<file path="config.mk">
export PLATFORM = sky130hd
export DESIGN_NAME = am2901_useq
export DESIGN_NICKNAME = d
export VERILOG_FILES = /design/src/rtl/am2901_useq.sv
export SDC_FILE = /design/constraint.sdc
export NUM_CORES = 1
export LEC_CHECK = 0
export ABC_AREA = 1
export ABC_CLOCK_PERIOD_IN_PS = 2070
export CORE_MARGIN = 5
export CORE_UTILIZATION = 50
export DETAILED_ROUTE_END_ITERATION = 10
export GPL_TIMING_DRIVEN = 0
export HOLD_SLACK_MARGIN = 0.02
export PLACE_DENSITY = 0.78
export SYNTH_ARGS = -nofsm -noshare
export SYNTH_HDL_FRONTEND = slang
export SYNTH_SLANG_ARGS = --single-unit
</file>
<file path="constraint.sdc">
create_clock -name clk -period 2.07 [get_ports clk]
set_clock_uncertainty 0.15 [all_clocks]
set_input_delay 0.3105 -clock clk [delete_from_list [all_inputs] [get_ports clk]]
set_output_delay 0.3105 -clock clk [all_outputs]
set_load 0.05 [all_outputs]
</file>
<file path="src/rtl/am2901_useq.sv">
// Am2910-style microprogram sequencer for the Am2901 slice datapath: next-address select,
// return-address LIFO and loop counter, all registered with one-cycle latency.
module am2901_useq #(
  parameter int unsigned ADDR_W      = 8,
  parameter int unsigned STACK_DEPTH = 4
) (
  input  logic              clk,
  input  logic              rst_n,
  input  logic              hold,
  input  logic [3:0]        op,
  input  logic              cc,
  input  logic [ADDR_W-1:0] d,
  input  logic [ADDR_W-1:0] map_addr,
  output logic [ADDR_W-1:0] uaddr,
  output logic              stack_full,
  output logic              stack_empty,
  output logic              cnt_zero,
  output logic              err
);

  localparam int unsigned SpW = $clog2(STACK_DEPTH + 1);
  localparam logic [SpW-1:0] SpFull = SpW'(STACK_DEPTH);

  localparam logic [3:0] OpJz   = 4'd0;
  localparam logic [3:0] OpCjs  = 4'd1;
  localparam logic [3:0] OpJmap = 4'd2;
  localparam logic [3:0] OpCjp  = 4'd3;
  localparam logic [3:0] OpPush = 4'd4;
  localparam logic [3:0] OpRfct = 4'd5;
  localparam logic [3:0] OpCrtn = 4'd6;
  localparam logic [3:0] OpLdct = 4'd7;
  localparam logic [3:0] OpLoop = 4'd9;

  logic [ADDR_W-1:0] uaddr_q, uaddr_d;
  logic [ADDR_W-1:0] cnt_q, cnt_d;
  logic [SpW-1:0]    sp_q, sp_d;
  logic              err_q, err_d;
  logic [ADDR_W-1:0] stack_q [STACK_DEPTH];
  logic [ADDR_W-1:0] stack_d [STACK_DEPTH];

  logic [ADDR_W-1:0] pc1;
  logic [ADDR_W-1:0] tos;
  logic              do_push, do_pop, rd_tos, do_clr;
  logic              full, empty;

  assign full  = (sp_q == SpFull);
  assign empty = (sp_q == '0);
  assign pc1   = uaddr_q + ADDR_W'(1);

  // Top of stack reads as zero when the LIFO is empty.
  always_comb begin
    tos = '0;
    for (int i = 0; i < STACK_DEPTH; i++) begin
      if (sp_q == SpW'(i + 1)) tos = stack_q[i];
    end
  end

  always_comb begin
    uaddr_d = uaddr_q;
    cnt_d   = cnt_q;
    sp_d    = sp_q;
    err_d   = err_q;
    stack_d = stack_q;
    do_push = 1'b0;
    do_pop  = 1'b0;
    rd_tos  = 1'b0;
    do_clr  = 1'b0;

    if (!hold) begin
      uaddr_d = pc1;
      case (op)
        OpJz: begin
          uaddr_d = '0;
          do_clr  = 1'b1;
        end
        OpCjs: begin
          if (cc) begin
            do_push = 1'b1;
            uaddr_d = d;
          end
        end
        OpJmap: uaddr_d = map_addr;
        OpCjp:  if (cc) uaddr_d = d;
        OpPush: begin
          do_push = 1'b1;
          if (cc) cnt_d = d;
        end
        OpRfct: begin
          if (cnt_q != '0) begin
            cnt_d   = cnt_q - ADDR_W'(1);
            uaddr_d = tos;
            rd_tos  = 1'b1;
          end else begin
            do_pop = 1'b1;
          end
        end
        OpCrtn: begin
          if (cc) begin
            uaddr_d = tos;
            do_pop  = 1'b1;
          end
        end
        OpLdct: cnt_d = d;
        OpLoop: begin
          if (cc) begin
            do_pop = 1'b1;
          end else begin
            uaddr_d = tos;
            rd_tos  = 1'b1;
          end
        end
        default: ;
      endcase

      if (do_push) begin
        if (full) begin
          err_d = 1'b1;
        end else begin
          sp_d = sp_q + SpW'(1);
          for (int i = 0; i < STACK_DEPTH; i++) begin
            if (sp_q == SpW'(i)) stack_d[i] = pc1;
          end
        end
      end
      if (do_pop) begin
        if (empty) err_d = 1'b1;
        else       sp_d  = sp_q - SpW'(1);
      end
      if (rd_tos && empty) err_d = 1'b1;
      if (do_clr) begin
        sp_d  = '0;
        err_d = 1'b0;
      end
    end
  end

  always_ff @(posedge clk or negedge rst_n) begin
    if (!rst_n) begin
      uaddr_q <= '0;
      cnt_q   <= '0;
      sp_q    <= '0;
      err_q   <= 1'b0;
      for (int i = 0; i < STACK_DEPTH; i++) stack_q[i] <= '0;
    end else begin
      uaddr_q <= uaddr_d;
      cnt_q   <= cnt_d;
      sp_q    <= sp_d;
      err_q   <= err_d;
      stack_q <= stack_d;
    end
  end

  assign uaddr       = uaddr_q;
  assign stack_full  = full;
  assign stack_empty = empty;
  assign cnt_zero    = (cnt_q == '0);
  assign err         = err_q;

endmodule

</file>
==> results.txt, run 1 <==
run metrics: tool warnings 31, vias in the first global route 3204, proportion of layout cells with a drive suffix above 1 15.9%, Crit. End Element output port, Final nets between 500 and 600, I/O Pins 36, maxcap violations 0, final setup fails 0, syn nets slightly above 500, row count 30, Post-Synthesis Cells about 490, final setup margin about 66 ps, tally of unique sky130hd cells used after synthesis 35, nature of the critical path startpoint register, average wire per standard cell 13.8 um, fillcell total 620, # DRC 0, crit path max-delay cell type dfrtp_2, critical path buffer and inverter count 4, sw frac 44.2%, pwr dens between 900 and 1000 nW/um^2, Synth Seq Share between 30% and 40%, Seq cells post-synth between 50 and 60, clock slew at reported path FFs roughly 100 ps, DR iter-0 viols 223, Hold Crit Start hold, ys cells 487, n_diodes 0, RSZ-0062 raised after global routing yes, largest net degree at the start of global routing around 42, gr ovfl total 0, Post-synth EDFFs 0, top cell family by delay on the critical path buffers and inverters, cell leakage power 2.18 nW, initial antenna violation count 0, # H-tree levels 2, Seq pwr share between 30 and 40%, Ys Warns 0, final slew viol count 0, CTS tree yes, Reg2Reg Depth 7, chip area 8510 um^2, Die Ht ~92 um, Sw Pwr roughly 1.8 mW, critical-path maximum fanout 10, logic area 1920 um^2, slew margin rel. 64.4%, WHS Path Cells 3, post-route cell area between 4000 and 5000 um^2, first-pass GRT wire length roughly 15000 um, status completed, DR pass1 iterations 4, Num CTS Buffers 5, RR Endpoint uaddr[6], Core Region between 6000 and 7000 um^2, Period Utilization, post-route between 90% and 100%, crit path DRT about 1600 ps, Die Width about 90 um, Hold Fails Final Rpt 0, Port Buffers 34, Slew @ Worst Pin 532 ps, total power just over 4 mW, CTS Buffer Depth 2, register area about 1300 um^2, main flop type dfrtp_1, cell area after placement about 3800 um^2, initial core utilization between 50% and 60%, Area Overhead vs Synth 22.9%, Combinational Power Share between 40% and 50%, Root Buffer clkbuf_8
-- run 1: cells in the mapped netlist (all sizes together), types with 3 or more instances --
master  count  area (um^2)
nor2       64          279
inv        56          213
nand3      38          213
a21oi      11         55.1
xor2        3         26.3
nand4       4         25.0
ha          8          100
o22ai       3         18.8
nand2     169          677
o21ai      53          295
or2         4         25.0
buf         8         65.1
dfrtp      52         1300
clkbuf      3         12.5
-- run 1: layout make-up --
| class | count | area share (%) |
|---|---|---|
| buffer | 11 | 2.26 |
| clock buffer | 5 | 1.66 |
| clock inverter | 3 | 0.662 |
| inverter | 57 | 5.39 |
| multi-input combinational | 367 | 46.2 |
| sequential | 52 | 31.4 |
| tap | 80 | 2.41 |
| timing repair buffer | 41 | 10.1 |
-- run 1: power groups by stage --
stage               Clock (mW)  Combinational, mW  Sequential, mW
floorplan                    0               1.08            1.67
global placement             0               1.64            1.57
detailed placement           0               1.68            1.58
CTS                      0.636               1.73            1.56
global route             0.685               2.08            1.62
finish                   0.621               1.86            1.58
-- run 1: placed cells by master (no fill, tap or decap), types with 8 or more instances in the layout --
cell type        instances
nand3_1                 33
a21oi_1                 11
dfrtp_1                 49
o21ai_1                 25
clkdlybuf4s50_1         19
inv_1                   46
o21ai_2                  8
o21ai_0                 20
nand2_1                159
nor2_1                  55
-- run 1: state kept, by name (all words and copies together) (netlist names) --
name,flops
sp_q,3
uaddr,8
stack_q,32
cnt_q,8
err,1
-- run 1: worst max path at each step --
stage | from | endpoint | slack, ps | cells after the start
finish | sp_q[1] | stack_full | 70 | 6
global route | uaddr[0] | uaddr[6] | -20 | 7
CTS | sp_q[1] | stack_full | 4 | 6
detailed placement | sp_q[1] | stack_full | -630 | 6
global placement | rst_n | uaddr[0] | -1260 | 1
floorplan | cnt_q[0] | cnt_q[7] | 20 | 9
-- run 1: metal layers --
layer  global-route usage (%)  wire (um)
met2                     35.9       4120
met5                        0          0
met3                     2.95        258
met1                     26.6       3850
met4                     8.66        257
-- run 1: per-stage QoR --
step	setup TNS, ps	utilization (%)
after global routing	-23.3	62.2
after CTS	0	59.5
final	0	62.2
after global placement	-66020	57.3
after detailed placement	-12120	57.5
after floorplan	0	-
-- run 1: tightest hold or removal path, cell delays in order --
cell,delay [ps]
buf_2,190
nand2_1,100
nand2_1,50
-- run 1: cell families after synthesis --
family | after synthesis | share of synthesized area, %
XOR/XNOR | 5 | 1.30
adder cells (fa/ha/maj) | 8 | 2.96
buffers and inverters | 68 | 8.73
AND/OR/NAND/NOR | 284 | 37.0
AND-OR/OR-AND | 70 | 11.5
flip-flops | 52 | 38.5
-- run 1: timing repair --
item                                   4_1_cts  5_1_grt
pin swaps                                    0        4
endpoints found under the hold margin       11        0
buffers inserted                             0        5
gates cloned                                 0        0
gates resized                               39       33
setup endpoints to repair                   23       33
hold buffers                                 1        0
Figure 1. Met3 routing (run 1).
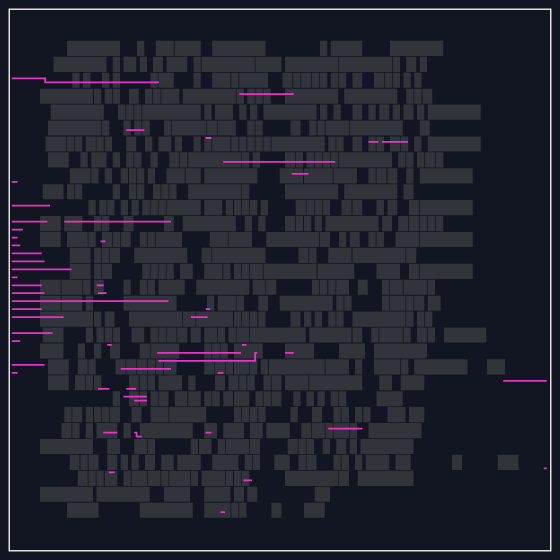
The wires run mostly horizontal. The longest straight run is 26.4 um. The layer holds 3.1% of the routed length. 41 nets have wire on it.
Vias: 3168
total wire length: 8480 um

Figure 2. Gate families picked out (run 1).
Bar = 20 um.
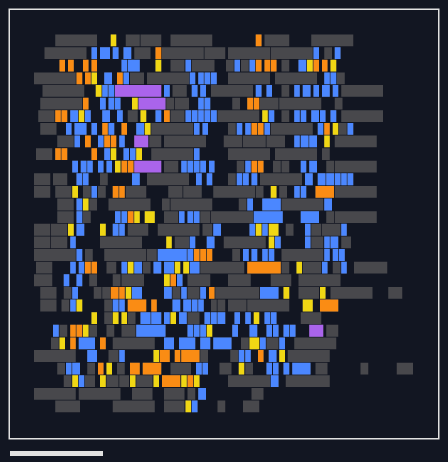
Key: nand cells = blue [cells 213, most used nand2_1]; xor and xnor cells = purple [cells 5]; inv cells = yellow [cells 57, most used inv_1]; nor cells = orange [cells 65, most used nor2_1]
Comb/total area: 46.2%
most numerous logic cell after layout: nand2_1
Final Non-Filler Cells: 616

Figure 3. Clock wires, drivers and flops (run 1).
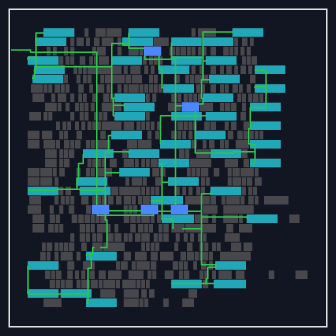
Key: flip-flops = cyan [count 52]; clock wires = green [length 647 um]; clock-net drivers = blue [count 5]
There are 6 routed clock nets. Position of the flops: widely spread.
Clk Latency, worst-skew pair: 320 ps
clk pwr: 0.621 mW
Clk pwr share: 15.3%

Figure 4. Cells by drive strength (run 1).
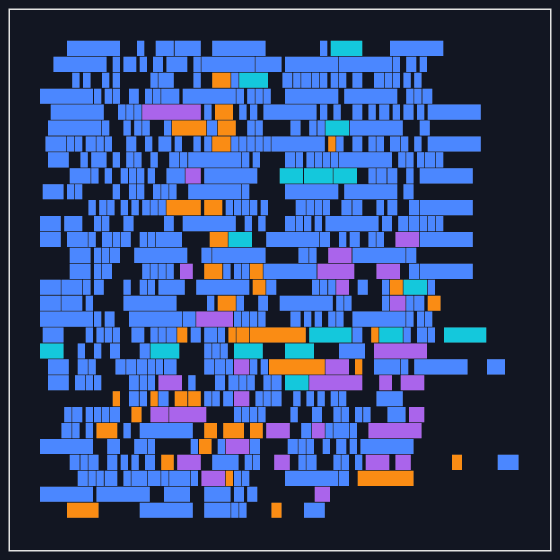

==> run 1 -> run 2 <==
DONT_BUFFER_PORTS = 1   (was not set)
HOLD_SLACK_MARGIN = not set   (was 0.02)
PLACE_DENSITY = 0.71   (was 0.78)
TNS_END_PERCENT = 30   (was not set)
Figure 5. Cells by drive strength (run 2).
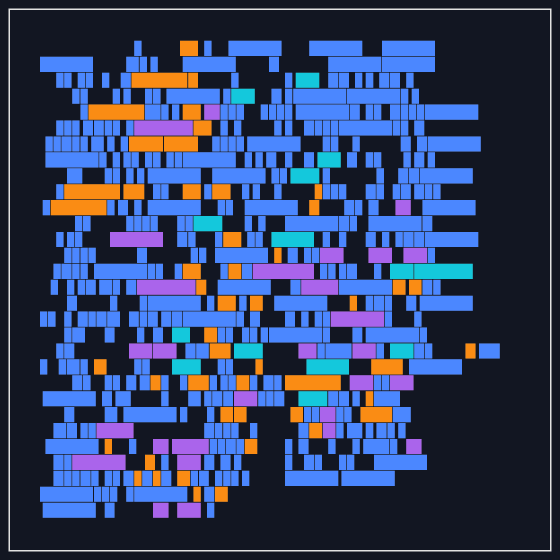
Key: x2 = orange [cells 49]; x6 and larger = cyan [cells 14]; x1 and smaller = blue [cells 411]; x3 and x4 = purple [cells 28]
post-route cell area: 3850 um^2
Area Overhead vs Synth: 13.9%

Figure 6. Track usage over the die (run 2).
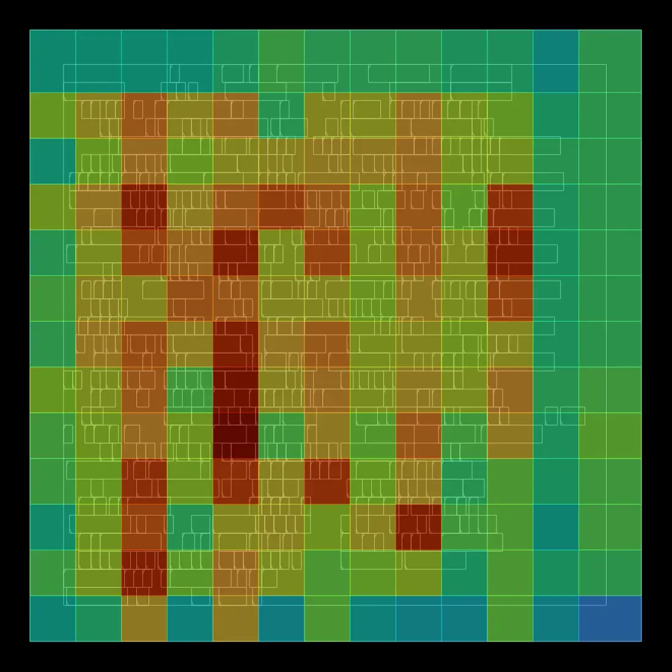
met2 usage: 36.1%
average wire per standard cell: 14.7 um

==> results.txt, run 2 <==
run metrics: Core Region 6680 um^2 (unchanged), status completed (unchanged), most frequent cell after synthesis nand2_1 (unchanged), MUX share of area 0% (unchanged), syn nets 519 (unchanged), crit path DRT 1610 ps (about the same), Synth top area share 38.5% (unchanged), top cells by count, synth nand2_1, nor2_1, dfrtp_1 (unchanged), sw frac 45.0% (was 44.2%), slew margin rel. 58.9% (was 64.4%), Final nets 533 (was 567), Post-Synth Adder-Cell Area 2.96% (unchanged), largest reg by FF count stack_q (unchanged), Clk Latency, worst-skew pair 310 ps (was 320 ps), most numerous logic cell after layout nand2_1 (unchanged), Crit Path Category register to output port (unchanged), chip area 8510 um^2 (unchanged), # H-tree levels 2 (unchanged), final slew viol count 0 (unchanged), Seq cells post-synth 52 (unchanged), Synth area leaders dfrtp_1, nand2_1, nor2_1, inv_1, nand3_1 (unchanged), ys cells 487 (unchanged), CTS tree yes (unchanged), number of flip-flops in the largest register 32 (unchanged), initial core utilization 50.6% (unchanged), dominant kind of combinational cell simple AND/OR/NAND/NOR gates (unchanged), row count 30 (unchanged), aoi share 11.5% (unchanged), Synth Seq Share 38.5% (unchanged), DR pass1 iterations 5 (was 4), first-pass GRT wire length 14300 um (was 14500 um), proportion of layout cells with a drive suffix above 1 18.1% (was 15.9%), Die Ht 92.2 um (unchanged), DR iter-0 viols 192 (was 223), Num CTS Buffers 5 (unchanged), Crit. End Element output port (unchanged), n_diodes 0 (unchanged), yosys simple share 37.0% (unchanged), Ys Warns 0 (unchanged), final setup fails 0 (unchanged), Post-Synthesis Cells 487 (unchanged), RSZ-0062 raised after global routing yes (unchanged), gr ovfl total 0 (unchanged), Sw Pwr 1.78 mW (was 1.79 mW), tally of unique sky130hd cells used after synthesis 35 (unchanged), xor+xnor area frac 1.29% (unchanged), Combinational Power Share 40.0% (was 45.7%), leading area contributor after synthesis dfrtp_1 (unchanged), maxcap violations 0 (unchanged), I/O Pins 36 (unchanged), main flop type dfrtp_1 (unchanged), largest net degree at the start of global routing 53 (was 42), pwr dens 1030 nW/um^2 (was 977 nW/um^2), vias in the first global route 3006 (was 3204), total wire length 8570 um (was 8480 um), Final Non-Filler Cells 582 (was 616), Period Utilization, post-route 94.7% (was 96.8%), fillcell total 614 (was 620), critical-path maximum fanout 4 (was 10), cell area after placement 3480 um^2 (was 3840 um^2), Hold Fails Final Rpt 0 (unchanged), initial antenna violation count 0 (unchanged), clock slew at reported path FFs 100 ps (about the same), Port Buffers 0 (was 34), Seq pwr share 44.6% (was 39.0%)
Figure 7. Met3 routing (run 2).
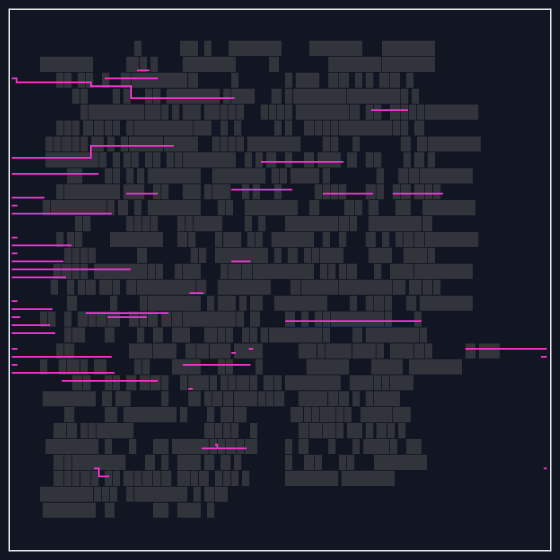
The layer carries 379 um of wire. The wires run mostly horizontal. The layer holds 4.4% of the routed length.
routing usage on met3: 4.10%
Vias: 3128

## run 2: kinds of logic after synthesis
logic type      count (synthesis)
flops                          52
xor+xnor                        5
fa+ha+maj                       8
simple gates                  284
buf+inv                        68
compound gates                 70
## run 2: final cells by class
class,count,area [um^2],area share (%)
well taps,80,100,2.60
inverters,57,221,5.75
clock inverters,3,22.5,0.585
plain buffers,11,103,2.66
flip-flops and latches,52,1310,34.0
multi-input cells,367,1950,50.7
clock buffers,5,68.8,1.79
repair buffers,7,72.6,1.88
## run 2: critical path, cell delays in order, from the launching register on
cell	delay [ps]
dfrtp_1	440
inv_2	80
ha_2	200
nand2_1	150
clkinvlp_4	320
## run 2: metrics by stage
stage          power [mW]  worst slack [ps]  TNS, ps  util [%]
6_report             3.96               110        0      57.7
5_1_grt              4.28             -13.5    -13.5      57.7
4_1_cts              3.79              4.98        0      55.1
3_5_place_dp         3.08              -377    -6060      52.2
3_3_place_gp         3.03              -333    -5250      52.2
2_1_floorplan        2.75             -3.32    -3.32         -
## run 2: power groups by stage
stage / Clock (mW) / Combinational, mW / Sequential, mW
2_1_floorplan: 0 / 1.08 / 1.67
3_3_place_gp: 0 / 1.30 / 1.73
3_5_place_dp: 0 / 1.33 / 1.75
4_1_cts: 0.625 / 1.42 / 1.74
5_1_grt: 0.674 / 1.79 / 1.81
6_report: 0.609 / 1.58 / 1.76
## run 2: path summary, 6_finish.rpt
kind / cells after the start / slack, ps / start / end
worst max-delay path: 4 / 110 / sp_q[1] / stack_empty
worst min-delay path: 2 / 70 / d[7] / cnt_q[7]
worst max register to register: 6 / 130 / uaddr[1] / stack_q[22]
worst min register to register: 2 / 340 / stack_q[0] / stack_q[0]
max in group asynchronous: 2 / 1140 / rst_n / uaddr[0]
min in group asynchronous: 2 / 380 / rst_n / stack_q[18]
## run 2: what timing repair did
item / CTS / global route
setup endpoints to repair: 37 / 26
pin swaps: 1 / 2
hold buffers: 2 / 0
setup buffers: 0 / 5
endpoints found under the hold margin: 52 / 0
resized: 21 / 32
## run 2: routing by layer
layer  global-route usage (%)  part of all wire, %  vias up
met5                        0                    0        -
met4                     5.94                 0.90        0
met3                     4.10                  4.4        7
met2                     36.1                   50       63
met1                     26.4                   45     1486
li1                         -                    -     1572
Figure 8. Clock wires, drivers and flops (run 2).
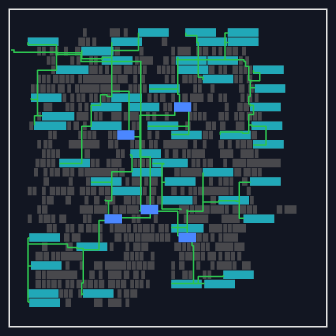

==> run 2 -> run 3 <==
ABC_CLOCK_PERIOD_IN_PS = not set   (was 2070)
MAX_ROUTING_LAYER = met4   (was not set)
Figure 9. Clock wires, drivers and flops (run 3).
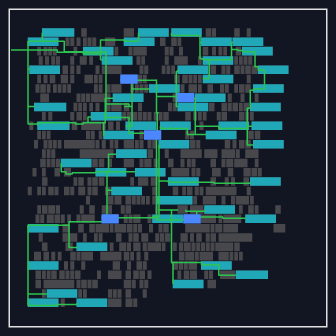
Key: flip-flops = cyan [count 52]; clock wires = green [length 693 um]; clock-net drivers = blue [count 5]
There are 6 routed clock nets. Position of the flops: widely spread.
clk pwr: 0.618 mW
Clk pwr share: 15.7%
Clk Latency, worst-skew pair: 310 ps

Figure 10. Track usage over the die (run 3).
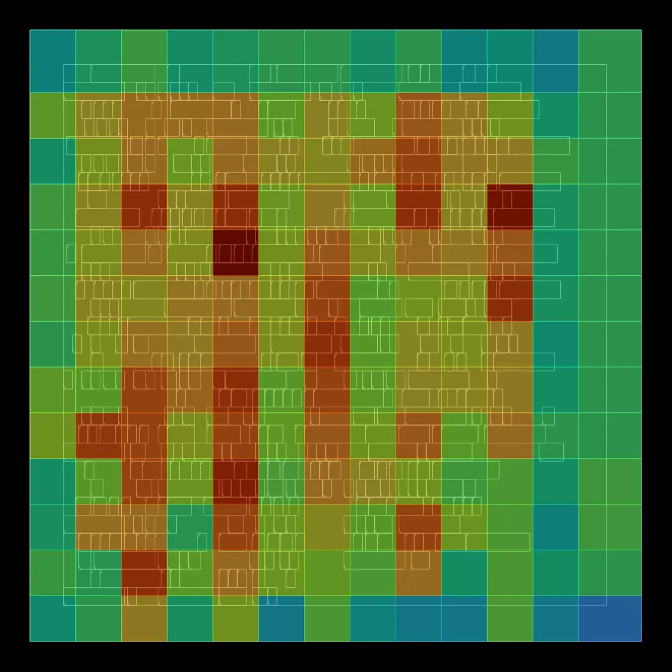
final core occ: 56.7%
GRT busiest layer: met2
met2 usage: 36.1%

==> results.txt, run 3 <==
run metrics: crit path max-delay cell type dfrtp_1 (unchanged), Die Ht 92.2 um (unchanged), critical path's largest stage delay 440 ps (about the same), Hold Fails Final Rpt 0 (unchanged), minimum clock period 2000 ps (was 1960 ps), Core Region 6680 um^2 (unchanged), maximum vdd drop 525 uV (was 485 uV), Ys Warns 0 (unchanged), DR iter-0 viols 178 (was 192), dpl ws -379 ps (was -377 ps), fillcell total 634 (was 614), Critical Path Stages 5 (was 4), gr ovfl total 0 (unchanged), Worst EP arrival 1540 ps (was 1500 ps), post-route cell area 3790 um^2 (was 3850 um^2), CTS tree yes (unchanged), # H-tree levels 2 (unchanged), tally of unique sky130hd cells used after synthesis 35 (unchanged), critical-path maximum fanout 10 (was 4), n_diodes 0 (unchanged), GRT Overall Usage 21.6% (was 20.9%), antenna-violating nets left 0 (unchanged), chip area 8510 um^2 (unchanged), vias in the first global route 3025 (was 3006), critical path buffer and inverter count 3 (was 2), Reg2Reg Depth 7 (was 6), largest reg by FF count stack_q (unchanged), initial core utilization 50.6% (unchanged), final setup fails 0 (unchanged), number of flip-flops in the largest register 32 (unchanged), Post-synth EDFFs 0 (unchanged), via density per instance 5.38 (was 5.37), CP cell instances inv_1 -> ha_2 -> nand2_4 -> inv_2 -> buf_8 (was inv_2 -> ha_2 -> nand2_1 -> clkinvlp_4), cell area after synthesis 3380 um^2 (unchanged), final slew viol count 0 (unchanged), Crit. End Element output port (unchanged), Post-Synthesis Cells 487 (unchanged), Num CTS Buffers 5 (unchanged), crit path DRT 1610 ps (about the same), Synth Seq Share 38.5% (unchanged), WHS Path Cells 2 (unchanged), status completed (unchanged), first-pass GRT wire length 14500 um (was 14300 um), pwr dens 1040 nW/um^2 (was 1030 nW/um^2), Period Utilization, post-route 96.4% (was 94.7%), main flop type dfrtp_1 (unchanged), ys async rst share 100% (unchanged), Port Buffers 0 (unchanged), proportion of layout cells with a drive suffix above 1 16.8% (was 18.1%), Slew @ Worst Pin 684 ps (was 617 ps), clock slew at reported path FFs 100 ps (about the same), worst reg2reg setup slack 80 ps (was 130 ps), leading area contributor after synthesis dfrtp_1 (unchanged), top cell family by delay on the critical path buffers and inverters (was flip-flops), Synth area leaders dfrtp_1, nand2_1, nor2_1, inv_1, nand3_1 (unchanged), DR pass1 iterations 4 (was 5), Area Overhead vs Synth 12.1% (was 13.9%), # DRC 0 (unchanged), Die Width 92.2 um (unchanged), most frequent cell after synthesis nand2_1 (unchanged), row count 30 (unchanged), syn nets 519 (unchanged), Final nets 530 (was 533), Avg Synthesized Cell Area 6.94 um^2 (unchanged), Max Fclk 501 MHz (was 510 MHz), ys cells 487 (unchanged), average wire per standard cell 14.8 um (was 14.7 um), cell area after placement 3480 um^2 (unchanged), TNS Setup 0 ps (unchanged), top cells by count, synth nand2_1, nor2_1, dfrtp_1 (unchanged), global placer's final weighted congestion 0.905 (was 0.893), Synth top area share 38.5% (unchanged), initial antenna violation count 0 (unchanged), most numerous logic cell after layout nand2_1 (unchanged), maxcap violations 0 (unchanged), largest net degree at the start of global routing 53 (unchanged), I/O Pins 36 (unchanged), final setup margin 73.8 ps (was 110 ps), nature of the critical path startpoint register (unchanged), hold crit path type primary input to register (unchanged), slew margin rel. 54.4% (was 58.9%), CTS Buffer Depth 2 (unchanged), cell leakage power 1.96 nW (was 1.99 nW), tool warnings 32 (unchanged), Num Clock Sinks 52 (unchanged), HPWL Detailed 6420 um (was 6390 um), RSZ-0062 raised after global routing yes (unchanged), Root Buffer clkbuf_8 (unchanged), most frequent cells in the layout nand2_1, nor2_1, dfrtp_1 (unchanged), Crit Path Category register to output port (unchanged), Seq cells post-synth 52 (unchanged), yosys synthesis chip area 3380 um^2 (unchanged)
Figure 11. Met3 routing (run 3).
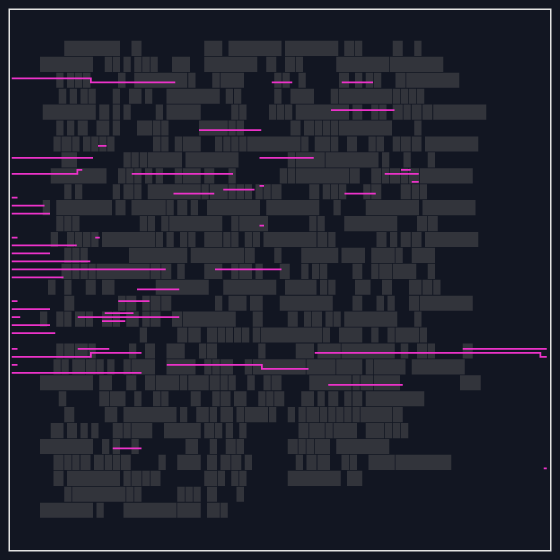
The layer carries 430 um of wire. The wires run mostly horizontal. The longest straight run is 38.4 um.
Vias: 3113
total wire length: 8580 um

run 3: cell counts after synthesis:
No cell type changed its count.
run 3: repair_timing:
action,4_1_cts,5_1_grt
pin swaps,1,3
hold buffers,2,0
hold endpoints to repair,52,0
buffers inserted,0,3
gates resized,23,24
setup endpoints to repair,38,27
run 3: cells by family after synthesis:
| family | synth area share (%) |
|---|---|
| xor gates and xnor gates | 1.30 |
| adders and majority gates | 2.96 |
| DFF | 38.5 |
| AOI/OAI and AO/OA | 11.5 |
| buffers and inverters | 8.73 |
| and+or+nand+nor | 37.0 |
run 3: layout make-up:
class | instances | area (um^2) | area share [%]
tap | 80 | 100 | 2.64
timing repair buffer | 5 | 57.6 | 1.52
clock inverter | 3 | 22.5 | 0.594
inverter | 57 | 224 | 5.91
sequential | 52 | 1310 | 34.6
multi-input combinational | 367 | 1920 | 50.7
buffer | 10 | 86.3 | 2.28
clock buffer | 5 | 68.8 | 1.82
run 3: worst paths after layout:
path | startpoint | endpoint
setup / recovery | sp_q[0] | stack_full
hold / removal | d[7] | cnt_q[7]
setup reg to reg | uaddr[1] | uaddr[6]
hold reg to reg | stack_q[2] | stack_q[2]
max in group asynchronous | rst_n | uaddr[0]
min in group asynchronous | rst_n | sp_q[1]
run 3: per-stage QoR:
step	hold WS [ps]	total power, mW	instances
2_1_floorplan	-135	2.75	487
3_3_place_gp	-133	3.03	567
3_5_place_dp	-133	3.09	567
4_1_cts	63.4	3.81	577
5_1_grt	71.6	4.25	579
6_report	75.4	3.95	579
run 3: per-layer routing:
layer  up-vias  wire, um  track usage, %
met5         -         0               -
met1      1462      3800            27.1
met2        71      4290            36.1
li1       1571         -               -
met4         0        68            4.33
met3         9       429            4.59
run 3: power breakdown:
part / internal [mW] / switching, mW
sequential: 1.34 / 0.439
combinational: 0.582 / 0.971
clock: 0.244 / 0.374
run 3: worst register-to-register path, delay by kind of cell (launching register included):
kind | cells | cell delay, ps
adders and majority gates | 1 | 230
xor gates and xnor gates | 1 | 320
and+or+nand+nor | 3 | 460
DFF | 1 | 580
AOI/OAI and AO/OA | 1 | 60
buffers and inverters | 1 | 90
Power and IR drop assume default switching activity.
